**src/rtl/frame_scanout.sv**
```systemverilog
// frame_scanout: LCD timing generator and frame-buffer reader.
// Walks the panel raster on clk_33m, fetches 2-bit palette indices from the
// displayed half of a double-buffered frame RAM, expands them to 24-bit RGB,
// and owns the buffer-swap handshake with the paint controller.
// Pipeline: counters -> RAM address (stage 0) -> RAM data (stage 1) -> pins (stage 2).
module frame_scanout #(
    parameter int unsigned COOR_WIDTH   = 12,
    parameter int unsigned FRAME_WIDTH  = 1280,
    parameter int unsigned FRAME_HEIGHT = 300,
    parameter int unsigned FRAME_TOP    = 90,
    parameter int unsigned H_ACTIVE     = 800,
    parameter int unsigned H_FP         = 40,
    parameter int unsigned H_SYNC       = 48,
    parameter int unsigned H_BP         = 40,
    parameter int unsigned V_ACTIVE     = 480,
    parameter int unsigned V_FP         = 13,
    parameter int unsigned V_SYNC       = 3,
    parameter int unsigned V_BP         = 29,
    parameter logic [23:0] PAL0         = 24'hF7F7F7,
    parameter logic [23:0] PAL1         = 24'h535353,
    parameter logic [23:0] PAL2         = 24'hDADADA,
    parameter logic [23:0] PAL3         = 24'hFFFFFF
) (
    input  logic                  clk_33m,
    input  logic                  rst_n,
    input  logic [COOR_WIDTH-1:0] view_x,
    input  logic                  swap_req,
    output logic                  swap_ack,
    output logic                  read_buf,
    output logic                  read_en,
    output logic [COOR_WIDTH-1:0] read_x,
    output logic [COOR_WIDTH-1:0] read_y,
    input  logic [1:0]            read_palette,
    output logic [7:0]            video_r,
    output logic [7:0]            video_g,
    output logic [7:0]            video_b,
    output logic                  video_hsync,
    output logic                  video_vsync,
    output logic                  video_de,
    output logic                  frame_start
);

    localparam int unsigned CW      = COOR_WIDTH;
    localparam int unsigned H_TOTAL = H_ACTIVE + H_FP + H_SYNC + H_BP;
    localparam int unsigned V_TOTAL = V_ACTIVE + V_FP + V_SYNC + V_BP;

    localparam logic [CW-1:0] H_LAST   = CW'(H_TOTAL - 1);
    localparam logic [CW-1:0] V_LAST   = CW'(V_TOTAL - 1);
    localparam logic [CW-1:0] H_ACT_C  = CW'(H_ACTIVE);
    localparam logic [CW-1:0] V_ACT_C  = CW'(V_ACTIVE);
    localparam logic [CW-1:0] HS_BEG   = CW'(H_ACTIVE + H_FP);
    localparam logic [CW-1:0] HS_END   = CW'(H_ACTIVE + H_FP + H_SYNC);
    localparam logic [CW-1:0] VS_BEG   = CW'(V_ACTIVE + V_FP);
    localparam logic [CW-1:0] VS_END   = CW'(V_ACTIVE + V_FP + V_SYNC);
    localparam logic [CW-1:0] F_TOP_C  = CW'(FRAME_TOP);
    localparam logic [CW-1:0] F_BOT_C  = CW'(FRAME_TOP + FRAME_HEIGHT);
    localparam logic [CW-1:0] VX_MAX   = CW'(FRAME_WIDTH - H_ACTIVE);
    localparam logic [CW:0]   F_WID_C  = (CW + 1)'(FRAME_WIDTH);

    // Raster counters
    logic [CW-1:0] h_q, h_d;
    logic [CW-1:0] v_q, v_d;

    // Per-frame control state
    logic [CW-1:0] vx_q, vx_d;
    logic          read_buf_q, read_buf_d;
    logic          swap_ack_q, swap_ack_d;
    logic          frame_start_q, frame_start_d;

    // Stage 0 (combinational from counters)
    logic          active_s0;
    logic          in_frame_s0;
    logic          hsync_s0;
    logic          vsync_s0;
    logic          vblank_s0;
    logic [CW:0]   fx_s0;
    logic [CW-1:0] vx_clamped;

    // Stage 1 (aligned with RAM data)
    logic active_s1_q;
    logic in_frame_s1_q;
    logic hsync_s1_q;
    logic vsync_s1_q;

    // Stage 2 (pin registers)
    logic [23:0] pal_rgb;
    logic [23:0] rgb_q, rgb_d;
    logic        de_q;
    logic        hsync_q;
    logic        vsync_q;

    // Next raster position: h wraps at end of line, v advances on h wrap
    always_comb begin
        h_d = h_q + 1'b1;
        v_d = v_q;
        if (h_q == H_LAST) begin
            h_d = '0;
            if (v_q == V_LAST) begin
                v_d = '0;
            end else begin
                v_d = v_q + 1'b1;
            end
        end
    end

    // Raster counter registers
    always_ff @(posedge clk_33m or negedge rst_n) begin
        if (!rst_n) begin
            h_q <= '0;
            v_q <= '0;
        end else begin
            h_q <= h_d;
            v_q <= v_d;
        end
    end

    // Stage 0: visibility, frame window, RAM address and raw sync levels
    always_comb begin
        active_s0   = (h_q < H_ACT_C) && (v_q < V_ACT_C);
        fx_s0       = {1'b0, vx_q} + {1'b0, h_q};
        in_frame_s0 = active_s0 && (v_q >= F_TOP_C) && (v_q < F_BOT_C) && (fx_s0 < F_WID_C);
        hsync_s0    = !((h_q >= HS_BEG) && (h_q < HS_END));
        vsync_s0    = !((v_q >= VS_BEG) && (v_q < VS_END));
        vblank_s0   = (h_q == '0) && (v_q == V_ACT_C);
        read_en     = in_frame_s0;
        read_x      = in_frame_s0 ? fx_s0[CW-1:0] : '0;
        read_y      = in_frame_s0 ? (v_q - F_TOP_C) : '0;
    end

    // Viewport clamp keeps the visible window inside the frame RAM
    always_comb begin
        vx_clamped = (view_x > VX_MAX) ? VX_MAX : view_x;
    end

    // Vblank-start bookkeeping: frame pulse, viewport latch, buffer swap
    always_comb begin
        vx_d          = vx_q;
        read_buf_d    = read_buf_q;
        swap_ack_d    = 1'b0;
        frame_start_d = vblank_s0;
        if (vblank_s0) begin
            vx_d = vx_clamped;
            if (swap_req) begin
                read_buf_d = !read_buf_q;
                swap_ack_d = 1'b1;
            end
        end
    end

    // Control registers; read_buf only moves on the vblank-start edge
    always_ff @(posedge clk_33m or negedge rst_n) begin
        if (!rst_n) begin
            vx_q          <= '0;
            read_buf_q    <= 1'b0;
            swap_ack_q    <= 1'b0;
            frame_start_q <= 1'b0;
        end else begin
            vx_q          <= vx_d;
            read_buf_q    <= read_buf_d;
            swap_ack_q    <= swap_ack_d;
            frame_start_q <= frame_start_d;
        end
    end

    // Stage 1: carry qualifiers and syncs alongside the RAM read latency
    always_ff @(posedge clk_33m or negedge rst_n) begin
        if (!rst_n) begin
            active_s1_q   <= 1'b0;
            in_frame_s1_q <= 1'b0;
            hsync_s1_q    <= 1'b1;
            vsync_s1_q    <= 1'b1;
        end else begin
            active_s1_q   <= active_s0;
            in_frame_s1_q <= in_frame_s0;
            hsync_s1_q    <= hsync_s0;
            vsync_s1_q    <= vsync_s0;
        end
    end

    // Palette lookup of the returned RAM index
    always_comb begin
        pal_rgb = PAL0;
        case (read_palette)
            2'd0:    pal_rgb = PAL0;
            2'd1:    pal_rgb = PAL1;
            2'd2:    pal_rgb = PAL2;
            default: pal_rgb = PAL3;
        endcase
    end

    // Pixel colour: frame data, background outside the frame window, black in blanking
    always_comb begin
        rgb_d = '0;
        if (in_frame_s1_q) begin
            rgb_d = pal_rgb;
        end else if (active_s1_q) begin
            rgb_d = PAL0;
        end
    end

    // Stage 2: pin registers
    always_ff @(posedge clk_33m or negedge rst_n) begin
        if (!rst_n) begin
            rgb_q   <= '0;
            de_q    <= 1'b0;
            hsync_q <= 1'b1;
            vsync_q <= 1'b1;
        end else begin
            rgb_q   <= rgb_d;
            de_q    <= active_s1_q;
            hsync_q <= hsync_s1_q;
            vsync_q <= vsync_s1_q;
        end
    end

    assign video_r     = rgb_q[23:16];
    assign video_g     = rgb_q[15:8];
    assign video_b     = rgb_q[7:0];
    assign video_de    = de_q;
    assign video_hsync = hsync_q;
    assign video_vsync = vsync_q;
    assign swap_ack    = swap_ack_q;
    assign read_buf    = read_buf_q;
    assign frame_start = frame_start_q;

endmodule

```
**config.mk**
```make
export PLATFORM = sky130hd
export DESIGN_NAME = frame_scanout
export DESIGN_NICKNAME = d
export VERILOG_FILES = /design/src/rtl/frame_scanout.sv
export SDC_FILE = /design/constraint.sdc
export NUM_CORES = 1
export LEC_CHECK = 0
export CAP_MARGIN = 20
export CORE_AREA = 10 10 104 106
export DETAILED_ROUTE_END_ITERATION = 8
export DIE_AREA = 0 0 114 116
export GPL_TIMING_DRIVEN = 0
export MAX_ROUTING_LAYER = met4
export PLACE_DENSITY = 0.74
export REMOVE_ABC_BUFFERS = 1
export SYNTH_ARGS = -nofsm -noshare
export SYNTH_HDL_FRONTEND = slang
export SYNTH_SLANG_ARGS = --single-unit
```
**constraint.sdc**
```tcl
create_clock -name clk_33m -period 4.3 [get_ports clk_33m]
set_clock_uncertainty 0.1 [all_clocks]
set_input_delay 0.645 -clock clk_33m [delete_from_list [all_inputs] [get_ports clk_33m]]
set_output_delay 0.645 -clock clk_33m [all_outputs]
set_load 0.1 [all_outputs]
```
==> out/metrics.cfg <==
[timing]
setup-tns-final_ns=0
finalCritPeriodShare_pct=96.2
setup_ws_ns=0.164
maxSlewHeadroom_pct=34.7
slew_violations=0

[floorplan]
dieArea_sq_mm=0.0132
rows=34

[outcome]
status=finished, final reports clean

[layout]
stdcell_area_sq_mm=0.00412
seq_area_sq_mm=0.00128
final.fill_count=851
antenna_cells=0

[detailed_routing]
drc=0
post_drt_wl_per_cell_um=15.9
drt_iter0_drc=174
via_per_inst=5.39
num_vias=2860

[synthesis]
synth.cellmix.compoundShare_pct=13.2
yosys_warnings=0
yosys_area_sq_mm=0.00342
adder_share_pct=9.01
synthArstFlopShare_pct=100
ys_top_logic_family=simple AND/OR/NAND/NOR gates
ys_sh_mux_pct=0

[setup_path]
rr_worst_depth=7
startpoint_type=register
r2r_end=in_frame_s1_q$_DFF_PN0_
cp-end-kind=primary output
endpoint=read_x[8]
crit_buf_inv=1

[global_routing]
grt_pass1_wl_um=13700
grt_max_degree=35
grt_pass1_vias=2815

[clocking]
h-tree-depth=2
cts_buffers=5
clk_pin_slew_ns=0.10
cts_root_buffer=clkbuf_8

[power]
pwr-share-clk_pct=39.3
max-vdd-ir-drop_mv=0.129

[placed_design]
place_ws_ns=-0.473
placed_area_sq_mm=0.00402

[hold_path]
hold_class=input pin to asynchronous set/reset pin

[kinds of logic (layout without fill, tap and decap cells)]
| logic type | count (synthesis) | after routing |
|---|---|---|
| compound gates | 65 | 66 |
| buf+inv | 57 | 97 |
| xor+xnor | 29 | 29 |
| fa+ha+maj | 24 | 24 |
| simple gates | 155 | 155 |
| other cells | 1 | 1 |
| flops | 51 | 51 |
[layout make-up]
cell class,instances,share of cell area [%]
Tap cell,108,3.28
Clock buffer,5,1.67
Multi-Input combinational cell,275,45.7
Clock inverter,3,1.15
Sequential cell,51,31.1
Inverter,18,1.64
Timing Repair Buffer,71,15.4
[sequential cells by signal, summed over array words and instances, names as in the netlist, 5 cells and up]
name,count
h_q,12
v_q,12
vx_q,12
rgb_q,5
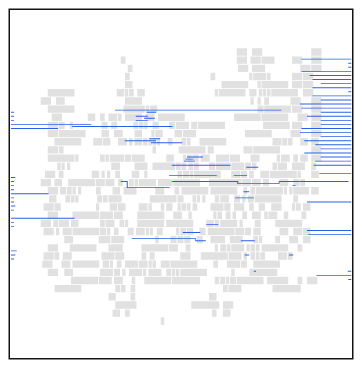
(metal 3)
Drawn at 3 px/um.
nets with wire on the layer = 73
share of all routed wire = 9.1%
longest straight run = 55.2 um
wire length on this layer = 773 um
main direction = horizontal

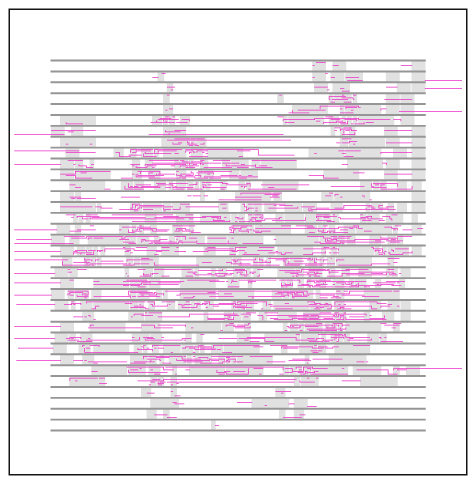
(signal wires on met1)
Drawn at 4 px/um. Supply wires on this layer in gray.
nets with wire on the layer = 407
main direction = horizontal

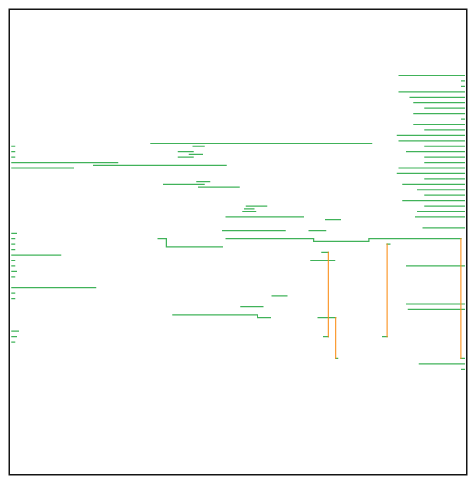
(wiring by layer)
Drawn at 4 px/um. Two of the layers only.
green -> M3  # wire length 773 um
orange -> M4  # wire length 84.3 um
routed wire length: 8470 um
Overall Global Routing Usage: 12.9%

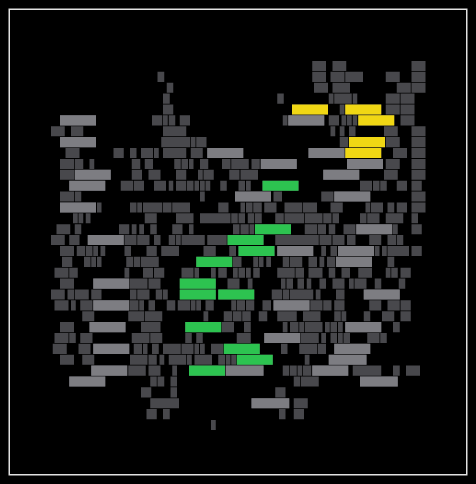
(sequential cells colored by netlist name)
Drawn at 4 px/um. Other sequential cells in the stronger gray, the rest of the logic in the fainter gray.
green -> h_q  # flops 12
yellow -> rgb_q  # flops 5, where top right

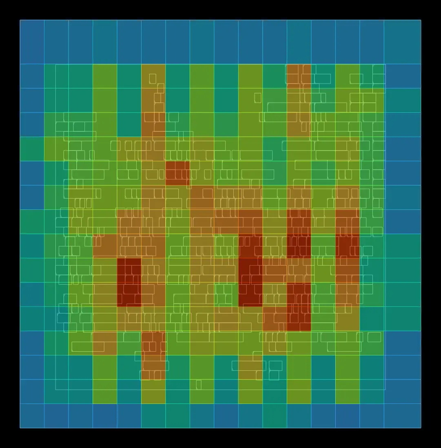
(congestion heat map)
GR Util met3: 3.57%
GR peak layer: met2
routing usage on met1: 15.7%
utilization after layout: 47.4%

Power figures rest on the tool's default switching activity, not on a simulated workload.
